===== src/rtl/bus_timer_if.sv =====
`default_nettype none
// ============================================================================
// Module   : bus_timer_if -- bridge-side register port of the countdown timer
// Revision : 1.0
// ============================================================================
interface bus_timer_if;
    logic [31:0] Addr;
    logic        WE;
    logic [31:0] Din;
    logic [31:0] Dout;
    logic        IRQ;

    modport master (output Addr, WE, Din, input Dout, IRQ);
    modport slave  (input Addr, WE, Din, output Dout, IRQ);
endinterface
`default_nettype wire


===== src/rtl/bus_timer.sv =====
`default_nettype none
// ============================================================================
// Module   : bus_timer -- memory-mapped countdown timer (CTRL/PRESET/COUNT),
//            level IRQ; optional prescaler enabled by macro TIMER_PRESCALE_EN
// Revision : 1.0
// ============================================================================
module bus_timer #(
    parameter int DIV = 4
) (
    input  logic        clk,
    input  logic        reset,
    bus_timer_if.slave  bus
);

    localparam logic [1:0] c_ADDR_CTRL   = 2'b00;
    localparam logic [1:0] c_ADDR_PRESET = 2'b01;
    localparam logic [1:0] c_ADDR_COUNT  = 2'b10;
    localparam logic [1:0] c_MODE_RELOAD = 2'b01;

    typedef enum logic [1:0] {
        S_IDLE = 2'b00,
        S_LOAD = 2'b01,
        S_CNT  = 2'b10,
        S_INT  = 2'b11
    } state_t;

    state_t      r_state,    w_state_nxt;
    logic        r_en,       w_en_nxt;
    logic [1:0]  r_mode,     w_mode_nxt;
    logic        r_im,       w_im_nxt;
    logic [31:0] r_preset,   w_preset_nxt;
    logic [31:0] r_count,    w_count_nxt;
    logic        r_irq_flag, w_irq_flag_nxt;

    logic        w_tick;
    logic        w_wr_ctrl;
    logic        w_wr_preset;
    logic        w_unused_bits;

    assign w_wr_ctrl     = bus.WE && (bus.Addr[3:2] == c_ADDR_CTRL);
    assign w_wr_preset   = bus.WE && (bus.Addr[3:2] == c_ADDR_PRESET);
    assign w_unused_bits = ^{bus.Addr[31:4], bus.Addr[1:0], bus.Din[31:4]};

`ifdef TIMER_PRESCALE_EN
    localparam logic [7:0] c_DIV_LAST = 8'(DIV - 1);

    logic [7:0] r_presc;

    assign w_tick = (r_presc == c_DIV_LAST);

    // Runs only while actively counting; any other state parks it at zero.
    always_ff @(posedge clk or negedge reset) begin
        if (!reset) begin
            r_presc <= 8'd0;
        end else if ((r_state == S_CNT) && r_en) begin
            r_presc <= w_tick ? 8'd0 : (r_presc + 8'd1);
        end else begin
            r_presc <= 8'd0;
        end
    end
`else
    logic w_unused_div;

    assign w_tick       = 1'b1;
    assign w_unused_div = (DIV != 0);
`endif

    always_comb begin
        w_state_nxt    = r_state;
        w_en_nxt       = r_en;
        w_mode_nxt     = r_mode;
        w_im_nxt       = r_im;
        w_preset_nxt   = r_preset;
        w_count_nxt    = r_count;
        w_irq_flag_nxt = r_irq_flag;

        case (r_state)
            S_IDLE: begin
                if (r_en) begin
                    w_state_nxt = S_LOAD;
                end
            end
            S_LOAD: begin
                w_count_nxt = r_preset;
                if (r_mode == c_MODE_RELOAD) begin
                    w_irq_flag_nxt = 1'b0;
                end
                w_state_nxt = S_CNT;
            end
            S_CNT: begin
                if (!r_en) begin
                    w_state_nxt = S_IDLE;
                end else if (w_tick) begin
                    if (r_count <= 32'd1) begin
                        w_count_nxt = 32'd0;
                        w_state_nxt = S_INT;
                    end else begin
                        w_count_nxt = r_count - 32'd1;
                    end
                end
            end
            S_INT: begin
                w_irq_flag_nxt = 1'b1;
                if (r_mode == c_MODE_RELOAD) begin
                    w_state_nxt = S_LOAD;
                end else begin
                    w_en_nxt    = 1'b0;
                    w_state_nxt = S_IDLE;
                end
            end
            default: begin
                w_state_nxt = S_IDLE;
            end
        endcase

        // CPU writes override whatever the state machine did to CTRL/irq_flag.
        if (w_wr_ctrl) begin
            w_en_nxt       = bus.Din[0];
            w_mode_nxt     = bus.Din[2:1];
            w_im_nxt       = bus.Din[3];
            w_irq_flag_nxt = 1'b0;
        end
        if (w_wr_preset) begin
            w_preset_nxt = bus.Din;
        end
    end

    always_ff @(posedge clk or negedge reset) begin
        if (!reset) begin
            r_state    <= S_IDLE;
            r_en       <= 1'b0;
            r_mode     <= 2'b00;
            r_im       <= 1'b0;
            r_preset   <= 32'd0;
            r_count    <= 32'd0;
            r_irq_flag <= 1'b0;
        end else begin
            r_state    <= w_state_nxt;
            r_en       <= w_en_nxt;
            r_mode     <= w_mode_nxt;
            r_im       <= w_im_nxt;
            r_preset   <= w_preset_nxt;
            r_count    <= w_count_nxt;
            r_irq_flag <= w_irq_flag_nxt;
        end
    end

    always_comb begin
        bus.Dout = 32'd0;
        case (bus.Addr[3:2])
            c_ADDR_CTRL:   bus.Dout = {28'd0, r_im, r_mode, r_en};
            c_ADDR_PRESET: bus.Dout = r_preset;
            c_ADDR_COUNT:  bus.Dout = r_count;
            default:       bus.Dout = 32'd0;
        endcase
    end

    assign bus.IRQ = r_im & r_irq_flag;

endmodule
`default_nettype wire

===== src/flat_wrapper.sv =====
// flat-port wrapper written by rule: the top's interface ports become plain ports
module bus_timer_flat 
#(
    parameter int DIV = 4
)
  (clk, reset, bus_Addr, bus_WE, bus_Din, bus_Dout, bus_IRQ);
  bus_timer_if bus_i ();
  input  logic clk;
  input  logic reset;
  input wire logic [$bits(bus_i.Addr)-1:0] bus_Addr;
  input wire logic [$bits(bus_i.WE)-1:0] bus_WE;
  input wire logic [$bits(bus_i.Din)-1:0] bus_Din;
  output wire logic [$bits(bus_i.Dout)-1:0] bus_Dout;
  output wire logic [$bits(bus_i.IRQ)-1:0] bus_IRQ;
  assign bus_i.Addr = bus_Addr;
  assign bus_i.WE = bus_WE;
  assign bus_i.Din = bus_Din;
  assign bus_Dout = bus_i.Dout;
  assign bus_IRQ = bus_i.IRQ;
  bus_timer #(.DIV(DIV)) u_core (.clk(clk), .reset(reset), .bus(bus_i));
endmodule

===== config.mk =====
export PLATFORM = sky130hd
export DESIGN_NAME = bus_timer_flat
export DESIGN_NICKNAME = d
export VERILOG_FILES = /design/src/rtl/bus_timer_if.sv /design/src/rtl/bus_timer.sv /design/src/flat_wrapper.sv
export SDC_FILE = /design/constraint.sdc
export NUM_CORES = 1
export LEC_CHECK = 0
export CAP_MARGIN = 40
export CORE_UTILIZATION = 50
export DETAILED_ROUTE_END_ITERATION = 6
export PLACE_DENSITY = 0.89
export SYNTH_ARGS = -nofsm -noshare
export SYNTH_HDL_FRONTEND = slang
export SYNTH_SLANG_ARGS = --single-unit

===== constraint.sdc =====
create_clock -name clk -period 2.8 [get_ports clk]
set_input_delay 0.56 -clock clk [delete_from_list [all_inputs] [get_ports clk]]
set_output_delay 0.56 -clock clk [all_outputs]
set_load 0.05 [all_outputs]

==> results.sh, run 1 <==
# source this file to load flow results
export IMPL_crit_type="in -> out"
export IMPL_rsz0062_at_grt="no"
export IMPL_dp_hpwl_um=7769
export IMPL_hold_violations=0
export IMPL_grt_pass1_vias=3716
export IMPL_num_rows=32
export IMPL_netlist_instances=417
export IMPL_via_per_inst=6.355
export IMPL_regToRegStartpoint="u_core.r_count[24]$_DFFE_PN0P_"
export IMPL_p_leak_nw=2.238
export IMPL_gr_total_overflow=0
export IMPL_finalNonFillerCells=592
export IMPL_detail_route_antenna_nets=0
export IMPL_fillers=576
export IMPL_antenna_found_initial=0
export IMPL_required_ps=2240
export IMPL_ys_cells=417
export IMPL_syn_nets=486
export IMPL_top_regs="u_core.r_count (32), u_core.r_preset (32)"
export IMPL_layout_min_cycle_time_ps=2612
export IMPL_arrival_ps=2050
export IMPL_dieArea_um2=8682
export IMPL_core_util_floorplan_pct=52.70
export IMPL_numCtsBuffers=9
export IMPL_reg2regPathDepth=5
export IMPL_sequentialPower_w=0.00190
export IMPL_p_comb_share_pct=49.0
export IMPL_comb_power_w=0.00255
export IMPL_p_per_area_nw_per_um2=940.2
export IMPL_period_used_pct=93.28
export IMPL_die_x_um=93.18
export IMPL_place_congestion=0.9106
export IMPL_cp_max_fo=32
export IMPL_hold_path_class="in -> async"
export IMPL_yosysWarnings=0
export IMPL_clock_skew_ps=14.19
export IMPL_grt_max_degree=51
export IMPL_r2r_slack_ps=280
export IMPL_routed_wl_um=11290
export IMPL_worst_pin_slew_ps=656.3
export IMPL_ctsResizeCount=0
export IMPL_grt_total_usage_pct=27.92
export IMPL_portBuffers=69
export IMPL_place_inst=577
export IMPL_yosys_area_um2=4156
export IMPL_nets=555
export IMPL_ctsHoldBuffers=0
export IMPL_ys_ff=71
export IMPL_p_int_w=0.002941
export IMPL_p_total_w=0.005203
export IMPL_ys_seq_share_pct=42.75
export IMPL_dr_pass1_iters=5
export IMPL_postSynth_asyncResetShare_pct=100.0
export IMPL_yosysTopAreaCellShare_pct=42.75
export IMPL_syn_area_um2=4156
export IMPL_ir_drop_v=0.0004489
export IMPL_sequentialPowerShare_pct=36.5
export IMPL_synth_cell_types=61
export IMPL_drive_gt1_share_pct=23.88
export IMPL_tns_ps=0
export IMPL_drv_slew=0
export IMPL_final_core_util_pct=70.16
export IMPL_switchingPower_w=0.002262
export IMPL_crit_path_start_kind="input pin"
export IMPL_avgSynthCellArea_um2=9.968
export IMPL_slew_headroom_pct=56.09
export IMPL_cts_setup_buffers=0
export IMPL_edf_count=0
export IMPL_grt_pass1_wl_um=18810
export IMPL_topCellsByArea="dfrtp_1, mux2_2, a22o_1"
export IMPL_num_io_pins=100
export IMPL_n_antenna_cell=0
export IMPL_top_power_group="combinational cells"
export IMPL_top_cell="dfrtp_1"
export IMPL_drc_errors=0
export IMPL_dp_slack_ps=194.3
export IMPL_cts_tree="built"
export IMPL_clock_path_buffers=2
export IMPL_status="completed"
export IMPL_drt_iter0_markers=334
export IMPL_core_area_um2=7888
export IMPL_common_cells="dfrtp_1, mux2_2, a22o_1"
export IMPL_fp_dieH_um=93.18
export IMPL_r2r_end="u_core.r_count[11]$_DFFE_PN0P_"
export IMPL_cap_violations=0
export IMPL_h_tree_depth=3
export IMPL_placed_cell_area_um2=5358
export IMPL_cp_end_kind="output port"
export IMPL_swShare_pct=43.47
export IMPL_tool_warnings=57
export IMPL_setup_viol=0
export IMPL_clkTransAtPathRegs_ps=60
export IMPL_synth_top_cell_by_area="dfrtp_1"
export IMPL_flop_cell="dfrtp_1"
export IMPL_pwr_share_clk_pct=14.5
export IMPL_cts_root_buf="clkbuf_8"
export IMPL_whs_ps=178.0
export IMPL_max_freq_ghz=0.3829
export IMPL_powerClk_w=0.000753
[run 1: logic make-up after synthesis]
kind of cell	after synthesis	share of synthesized area, %
AOI/OAI and AO/OA	118	20.23
adders and majority gates	2	0.6020
buffers and inverters	41	4.365
DFF	71	42.75
muxes	51	13.34
and+or+nand+nor	134	18.72
[run 1: layer usage]
metal	track usage (%)	share of wire, %
met2	45.89	48
met4	10.77	1.8
met3	3.740	6.9
met1	37.48	43
met5	0	0
[run 1: final cells by class]
type / count / area, um^2 / share of cell area, %
sequential: 71 / 1777 / 32.10
clock buffer: 15 / 176.4 / 3.188
multi-input combinational: 305 / 2206 / 39.86
timing repair buffer: 90 / 1214 / 21.93
inverter: 9 / 33.78 / 0.6104
tap: 102 / 127.6 / 2.306
[run 1: layout by cell type (no fill, tap or decap), drive strengths merged, types with 9 or more instances in the layout]
cell type / synthesis / final
dfrtp: 71 / 71
buf: 10 / 54
clkdlybuf4s50: 0 / 36
nor2: 25 / 25
nand4: 12 / 12
o21ai: 17 / 17
nor4: 11 / 11
and3: 13 / 13
nand2: 22 / 22
mux2i: 16 / 16
mux2: 35 / 35
a21oi: 20 / 20
nand3: 14 / 14
o211ai: 9 / 9
clkbuf: 22 / 15
a22o: 28 / 28
[run 1: worst max-delay path, stage by stage]
cell,delay (ps)
clkdlybuf4s50_1,620
nor2b_2,250
buf_12,210
a22o_1,240
buf_12,150
[run 1: worst max-delay path by stage]
stage                     start      endpoint  slack (ps)  cells after the start
CTS                 bus_Addr[2]   bus_Dout[1]         190                      6
global placement    bus_Addr[2]   bus_Dout[3]         210                      6
finish              bus_Addr[2]  bus_Dout[24]         190                      5
floorplan           bus_Addr[3]   bus_Dout[2]         200                      3
detailed placement  bus_Addr[2]   bus_Dout[1]         190                      6
global route        bus_Addr[2]   bus_Dout[1]          80                      6
run_1/wires.png
Only two layers are drawn.
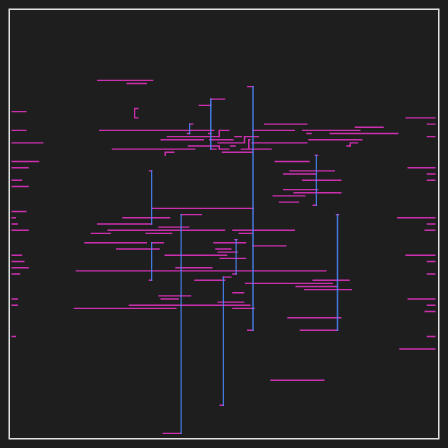
[magenta] metal 3 | wire length: 783 um
[blue] metal 4 | wire length: 205 um
via count: 3762
average wire per standard cell: 19.06 um

run_1/sizes.png
Scale bar: 20 um.
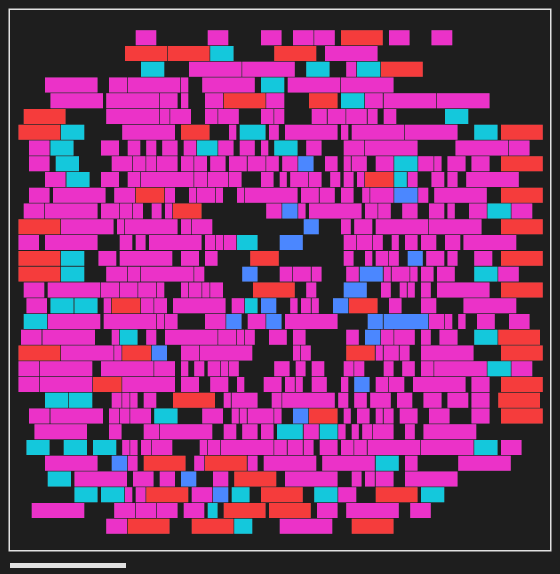
[blue] _3 and _4 cells | cells: 22 | share: 4.5%
[magenta] _0 and _1 cells | cells: 373 | share: 76%
[red] _6 and larger | cells: 48 | share: 9.8%
[cyan] _2 cells | cells: 47 | share: 9.6%
post-route cell area: 5534 um^2
area grow syn2layout: 33.14%
final worst setup slack: 188.1 ps
bufs w/o clock: 90

run_1/clocks.png
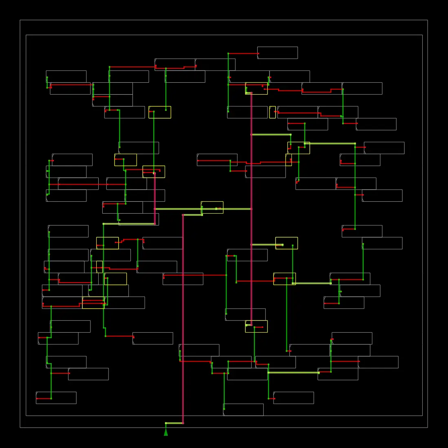
Sink Count: 71
worst skew pair latency: 350 ps

run_1/layer_met4.png
Scale bar: 20 um. Cells faint in the background.
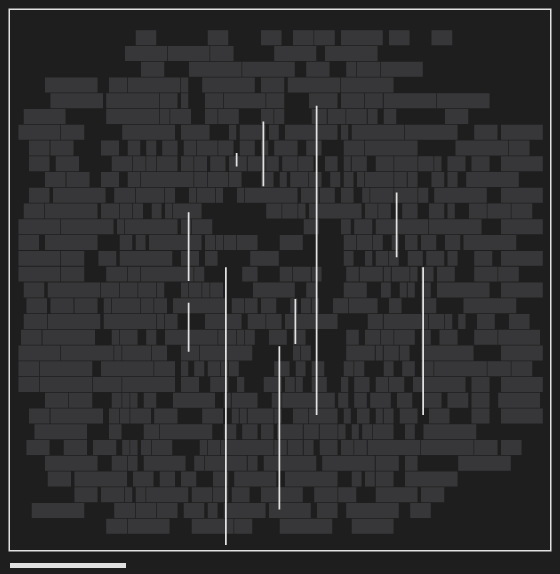

==> run 2: changes to the inputs <==
--- a/config.mk
+++ b/config.mk
@@ -6,9 +6,9 @@
 export NUM_CORES = 1
 export LEC_CHECK = 0
 export CAP_MARGIN = 40
-export CORE_UTILIZATION = 50
+export CORE_UTILIZATION = 30
 export DETAILED_ROUTE_END_ITERATION = 6
-export PLACE_DENSITY = 0.89
+export PLACE_DENSITY = 0.62
 export SYNTH_ARGS = -nofsm -noshare
 export SYNTH_HDL_FRONTEND = slang
 export SYNTH_SLANG_ARGS = --single-unit
==> constraint.sdc (replaced) <==
create_clock -name clk -period 3 [get_ports clk]
set_input_delay 0.6 -clock clk [delete_from_list [all_inputs] [get_ports clk]]
set_output_delay 0.6 -clock clk [all_outputs]
set_load 0.05 [all_outputs]
run_2/layer_met4.png
Scale bar: 20 um. Cells faint in the background.
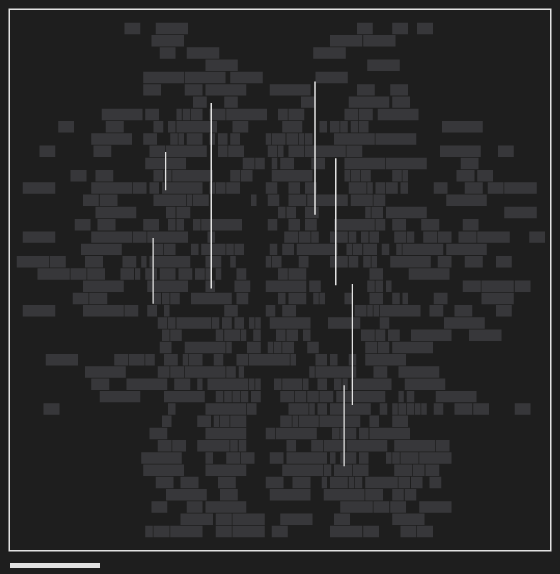
share of all routed wire: 1.4%
main direction: vertical
via count: 3714
Post-Route WL: 12030 um

==> run 2 against run 1 <==
Effect of this change: clock skew fell by 9.6 ps; wire length rose by 6.6%; synthesized cell count did not move; total power fell by 1.7%; non-clock buffer count fell by 4; largest cell class unchanged.
==> results.sh, run 2 <==
# source this file to load flow results
export IMPL_status="completed"
export IMPL_cts_tree="built"
export IMPL_cp_max_fo=20
export IMPL_ys_sh_mux_pct=13.34
export IMPL_lay_top_cells="dfrtp_1, clkdlybuf4s50_1, buf_12, mux2_2, a22o_1"
export IMPL_met1_usage_pct=22.64
export IMPL_wl_met3_um=767
export IMPL_ys_seq_share_pct=42.75
export IMPL_path_buffers=0
export IMPL_ys_ff=71
export IMPL_grt_total_usage_pct=17.63
export IMPL_top_cell="dfrtp_1"
export IMPL_grt_use_met3_pct=4.230
export IMPL_place_congestion=0.8423
export IMPL_slew_headroom_pct=42.87
export IMPL_flop_cell="dfrtp_1"
export IMPL_regArea_um2=1777
export IMPL_cts_root_buf="clkbuf_16"
export IMPL_grt_use_met2_pct=29.08
export IMPL_whs_ps=370.7
export IMPL_clock_skew_ps=4.567
export IMPL_synth_top_cell_by_area="dfrtp_1"
export IMPL_required_ps=3220
export IMPL_detail_route_antenna_nets=0
export IMPL_p_leak_nw=2.261
export IMPL_grt_busiest_layer="met2"
export IMPL_grt_pass1_wl_um=19820
export IMPL_core_area_um2=13400
export IMPL_rsz0062_at_grt="no"
export IMPL_placed_cell_area_um2=5420
export IMPL_aoi_share_pct=20.23
export IMPL_topCellsByArea="dfrtp_1, mux2_2, a22o_1"
export IMPL_fp_dieH_um=119.7
export IMPL_cp_end_kind="flip-flop"
export IMPL_dp_hpwl_um=8064
export IMPL_nets=551
export IMPL_h_tree_depth=3
export IMPL_yosys_area_um2=4156
export IMPL_dr_pass1_iters=5
export IMPL_path_cells="nor4_2 > nand3b_2 > or4_4 > and2_1 > a221o_1"
export IMPL_n_antenna_cell=0
export IMPL_crit_type="reg -> reg"
export IMPL_clock_sinks=71
export IMPL_die_x_um=119.7
export IMPL_dp_slack_ps=399.0
export IMPL_insertion_delay_ps=330
export IMPL_clock_path_buffers=2
export IMPL_fillers=1269
export IMPL_syn_nets=486
export IMPL_numCtsBuffers=9
export IMPL_dieArea_um2=14330
export IMPL_clkTransAtPathRegs_ps=50
export IMPL_hold_violations=0
export IMPL_antenna_found_initial=0
export IMPL_period_used_pct=88.14
export IMPL_edf_count=0
export IMPL_critical_path_max_stage_delay_ps=760
export IMPL_arrival_ps=2860
export IMPL_ctsHoldBuffers=0
export IMPL_drc_errors=0
export IMPL_ctsResizeCount=0
export IMPL_p_per_area_nw_per_um2=899.3
export IMPL_setup_viol=0
export IMPL_max_freq_ghz=0.3782
export IMPL_layout_min_cycle_time_ps=2644
export IMPL_cap_violations=0
export IMPL_grt_pass1_vias=3758
export IMPL_layout_area_comb_um2=2206
export IMPL_logic_family="AND-OR/OR-AND gates"
export IMPL_crit_path_start_kind="flip-flop"
export IMPL_ys_cells=417
export IMPL_syn_area_um2=4156
export IMPL_drv_slew=0
export IMPL_postSynth_asyncResetShare_pct=100.0
export IMPL_via_per_inst=5.619
export IMPL_tns_ps=0
export IMPL_ys_sh_simple_pct=18.72
export IMPL_met2_length_um=5732
export IMPL_slowest_stage="or4_4"
export IMPL_tool_warnings=57
export IMPL_cts_setup_buffers=0
export IMPL_drive_gt1_share_pct=23.30
export IMPL_ys_sh_xor_pct=0
export IMPL_yosysTopAreaCellShare_pct=42.75
export IMPL_netlist_instances=417
export IMPL_core_util_floorplan_pct=31.02
export IMPL_avgSynthCellArea_um2=9.968
export IMPL_worst_pin_slew_ps=857.0
export IMPL_top_layer_used="met4"
export IMPL_drt_iter0_markers=167
export IMPL_portBuffers=69
export IMPL_lay_top_count="dfrtp_1"
export IMPL_wl_met1_um=5369
export IMPL_common_cells="dfrtp_1, mux2_2, a22o_1"
export IMPL_num_io_pins=100
export IMPL_num_rows=42
export IMPL_hold_path_class="in -> async"
export IMPL_synthAdderAreaFrac_pct=0.6020
export IMPL_top_regs="u_core.r_count (32), u_core.r_preset (32)"
export IMPL_grt_max_degree=38
export IMPL_wl_per_cell_um=18.21
export IMPL_yosysWarnings=0
export IMPL_gr_total_overflow=0
export IMPL_ir_drop_v=0.0003026
export IMPL_synth_cell_types=61
export IMPL_cpLargestDelayFamily="simple AND/OR/NAND/NOR gates"
run_2/sizes.png
Scale bar: 20 um.
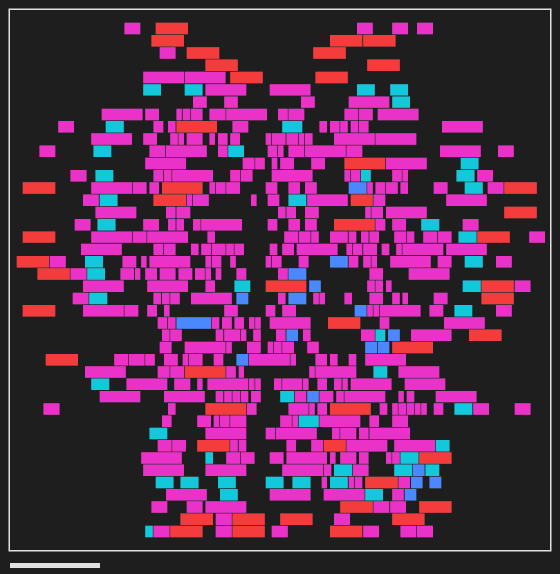
[cyan] _2 cells | cells: 48 | share: 9.9%
[blue] _3 and _4 cells | cells: 18 | share: 3.7%
[red] _6 and larger | cells: 47 | share: 9.7%
[magenta] _0 and _1 cells | cells: 372 | share: 77%
area grow syn2layout: 36.79%
post-route cell area: 5685 um^2
final worst setup slack: 355.8 ps

[run 2: power by group]
group	switching [W]	internal, W	leakage, nW	total, W
Clock	0.000380	0.000594	0.132	0.000974
Combinational	0.00130	0.00109	1.28	0.00238
Sequential	0.000466	0.00129	0.854	0.00175
[run 2: worst paths after layout]
path,slack [ps],cells after the start,endpoint,start
max in group asynchronous,1940,2,u_core.r_count[29]$_DFFE_PN0P_,reset
min in group clk,520,2,u_core.r_irq_flag$_DFFE_PN0P_,u_core.r_irq_flag$_DFFE_PN0P_
setup / recovery,360,5,u_core.r_count[11]$_DFFE_PN0P_,u_core.r_count[19]$_DFFE_PN0P_
hold reg to reg,520,2,u_core.r_irq_flag$_DFFE_PN0P_,u_core.r_irq_flag$_DFFE_PN0P_
setup reg to reg,360,5,u_core.r_count[11]$_DFFE_PN0P_,u_core.r_count[19]$_DFFE_PN0P_
hold / removal,370,1,u_core.r_preset[5]$_DFFE_PN0P_,reset
[run 2: metrics by stage]
| stage | instances | total power [W] | utilization (%) |
|---|---|---|---|
| 5_1_grt | 661 | 0.005414 | 42.43 |
| 4_1_cts | 661 | 0.005118 | 42.43 |
| 3_3_place_gp | 647 | 0.004072 | 40.45 |
| 3_5_place_dp | 647 | 0.004123 | 40.45 |
| 6_report | 661 | 0.005113 | 42.43 |
| 2_1_floorplan | 417 | 0.003172 | - |
[run 2: cell type report]
cell class	count	share of cell area, %
repair buffers	86	20.82
flip-flops and latches	71	31.25
clock buffers	13	4.577
well taps	176	3.873
clock inverters	1	0.08803
inverters	9	0.5942
multi-input cells	305	38.80
[run 2: cell families after synthesis]
family / Yosys count
AND-OR/OR-AND: 118
adder cells (fa/ha/maj): 2
buffers and inverters: 41
flip-flops: 71
multiplexers: 51
AND/OR/NAND/NOR: 134
==> run 3: changes to the inputs <==
--- a/config.mk
+++ b/config.mk
@@ -6,6 +6,7 @@
 export NUM_CORES = 1
 export LEC_CHECK = 0
 export CAP_MARGIN = 40
+export CORE_MARGIN = 2
 export CORE_UTILIZATION = 30
 export DETAILED_ROUTE_END_ITERATION = 6
 export PLACE_DENSITY = 0.62
==> run 3 against run 2 <==
Effect of this change: total power down 0.93%; final cell count up 0.91%; highest routed layer unchanged; clock-buffer cell count up 1; worst setup slack better by 39 ps; wire length up 0.12%; critical path depth up 1; synthesized cell count unchanged; utilization down 1.1 points; design area down 0.33%; clock power down 2.6%; largest cell class unchanged.
==> results.sh, run 3 <==
# source this file to load flow results
export IMPL_status="completed"
export IMPL_met2_length_um=5726
export IMPL_worst_slack_ps=394.7
export IMPL_dr_pass1_iters=5
export IMPL_yosysTopAreaCellShare_pct=42.75
export IMPL_crit_path_start_kind="input pin"
export IMPL_layout_min_cycle_time_ps=2605
export IMPL_regArea_um2=1777
export IMPL_hold_path_class="in -> async"
export IMPL_place_congestion=0.8713
export IMPL_core_area_um2=13720
export IMPL_postSynth_asyncResetShare_pct=100.0
export IMPL_sequentialPowerShare_pct=35.1
export IMPL_rsz0062_at_grt="no"
export IMPL_portBuffers=69
export IMPL_max_freq_ghz=0.3838
export IMPL_clock_sinks=71
export IMPL_path_buffers=4
export IMPL_syn_area_um2=4156
export IMPL_syn_nets=486
export IMPL_clkTransAtPathRegs_ps=50
export IMPL_synth_cell_types=61
export IMPL_yosysWarnings=0
export IMPL_whs_ps=234.8
export IMPL_stdcell_area_um2=5667
export IMPL_tns_ps=0
export IMPL_period_used_pct=86.84
export IMPL_grt_max_degree=38
export IMPL_place_inst=652
export IMPL_pwr_share_clk_pct=18.7
export IMPL_grt_busiest_layer="met2"
export IMPL_grt_use_met3_pct=2.903
export IMPL_p_per_area_nw_per_um2=893.9
export IMPL_wl_per_cell_um=18.06
export IMPL_cap_violations=0
export IMPL_timing_critical_path_mode_cell="buf_12"
export IMPL_grt_pass1_wl_um=19720
export IMPL_hold_violations=0
export IMPL_arrival_ps=2010
export IMPL_drv_slew=0
export IMPL_fp_dieH_um=121.7
export IMPL_switchingPower_w=0.002131
export IMPL_core_util_floorplan_pct=30.30
export IMPL_die_x_um=121.7
export IMPL_layout_area_comb_um2=2206
export IMPL_wl_met1_um=5309
export IMPL_dp_hpwl_um=8245
export IMPL_num_io_pins=100
export IMPL_avgSynthCellArea_um2=9.968
export IMPL_dieArea_um2=14810
export IMPL_ir_drop_v=0.0003050
export IMPL_ys_cells=417
export IMPL_grt_pass1_vias=3677
export IMPL_fillers=1313
export IMPL_required_ps=2400
export IMPL_cpLargestDelayFamily="buffers and inverters"
export IMPL_clock_path_buffers=2
export IMPL_cp_end_kind="output port"
export IMPL_path_cells="clkdlybuf4s50_1 > buf_4 > nor2b_2 > buf_12 > a22o_1 > buf_12"
export IMPL_p_comb_share_pct=46.1
export IMPL_top_layer_used="met4"
export IMPL_slowest_stage="clkdlybuf4s50_1"
export IMPL_crit_type="in -> out"
export IMPL_drt_iter0_markers=329
export IMPL_critical_path_max_stage_delay_ps=450
export IMPL_cp_max_fo=28
export IMPL_yosys_area_um2=4156
export IMPL_swShare_pct=42.07
export IMPL_topCellsByArea="dfrtp_1, mux2_2, a22o_1"
export IMPL_dp_slack_ps=388.4
export IMPL_grt_total_usage_pct=17.01
export IMPL_gr_total_overflow=0
export IMPL_finalNonFillerCells=667
export IMPL_lay_top_cells="dfrtp_1, clkdlybuf4s50_1, mux2_2, buf_12, a22o_1"
export IMPL_slew_headroom_pct=61.54
export IMPL_worst_pin_slew_ps=576.2
export IMPL_met1_usage_pct=22.90
export IMPL_nets=552
## run 3: worst paths after layout
kind | from | depth (start not counted) | slack, ps | to
min reg2reg | u_core.r_preset[12]$_DFFE_PN0P_ | 2 | 520 | u_core.r_count[12]$_DFFE_PN0P_
max in group asynchronous | reset | 2 | 2030 | u_core.r_count[27]$_DFFE_PN0P_
max reg2reg | u_core.r_count[19]$_DFFE_PN0P_ | 5 | 400 | u_core.r_count[11]$_DFFE_PN0P_
max | bus_Addr[2] | 6 | 390 | bus_Dout[15]
min | reset | 1 | 230 | u_core.r_preset[9]$_DFFE_PN0P_
min in group clk | u_core.r_preset[12]$_DFFE_PN0P_ | 2 | 520 | u_core.r_count[12]$_DFFE_PN0P_
## run 3: cell type report
type / count / share of cell area [%]
multi-input cells: 305 / 38.93
flip-flops and latches: 71 / 31.35
repair buffers: 87 / 20.58
clock buffers: 14 / 4.482
well taps: 180 / 3.974
inverters: 9 / 0.5962
clock inverters: 1 / 0.08832
## run 3: kinds of logic (layout without fill, tap and decap cells)
logic type               count (synthesis)  after routing  share of synthesized area, %
flip-flops                              71             71                         42.75
adder cells (fa/ha/maj)                  2              2                        0.6020
buffers and inverters                   41            111                         4.365
AND/OR/NAND/NOR                        134            134                         18.72
multiplexers                            51             51                         13.34
AND-OR/OR-AND                          118            118                         20.23
## run 3: power by group through the flow
stage                     logic, W  registers [W]  clock network, W
final                      0.00234        0.00178          0.000949
after floorplan            0.00159        0.00158                 0
after global placement     0.00229        0.00176                 0
after global routing       0.00253        0.00184           0.00100
after CTS                  0.00234        0.00176          0.000963
after detailed placement   0.00233        0.00178                 0
## run 3: per-stage QoR
step	utilization [%]	power, W
floorplan	-	0.003172
global placement	39.42	0.004045
detailed placement	39.42	0.004107
CTS	41.30	0.005063
global route	41.30	0.005371
finish	41.30	0.005065
run_3/layer_met2.png
Cells faint in the background.
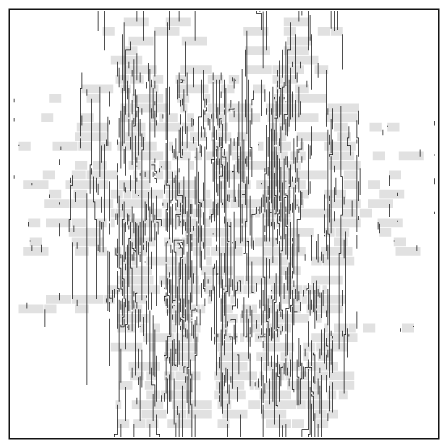
longest straight run: 54.4 um
share of all routed wire: 48%
wire length on this layer: 5730 um
main direction: vertical
nets with wire on the layer: 424
Post-Route WL: 12050 um
met2 Usage GRT: 27.49%
via count: 3722

run_3/clocks.png
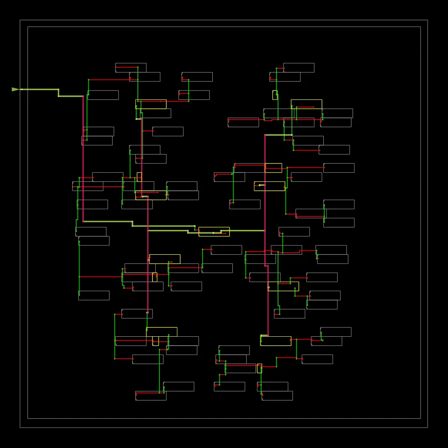
clock skew: 4.773 ps
CLK BUF: 14
seq_cells: 71
TritonCTS Buffers: 9
worst skew pair latency: 330 ps

Power figures rest on the tool's default switching activity, not on a simulated workload.
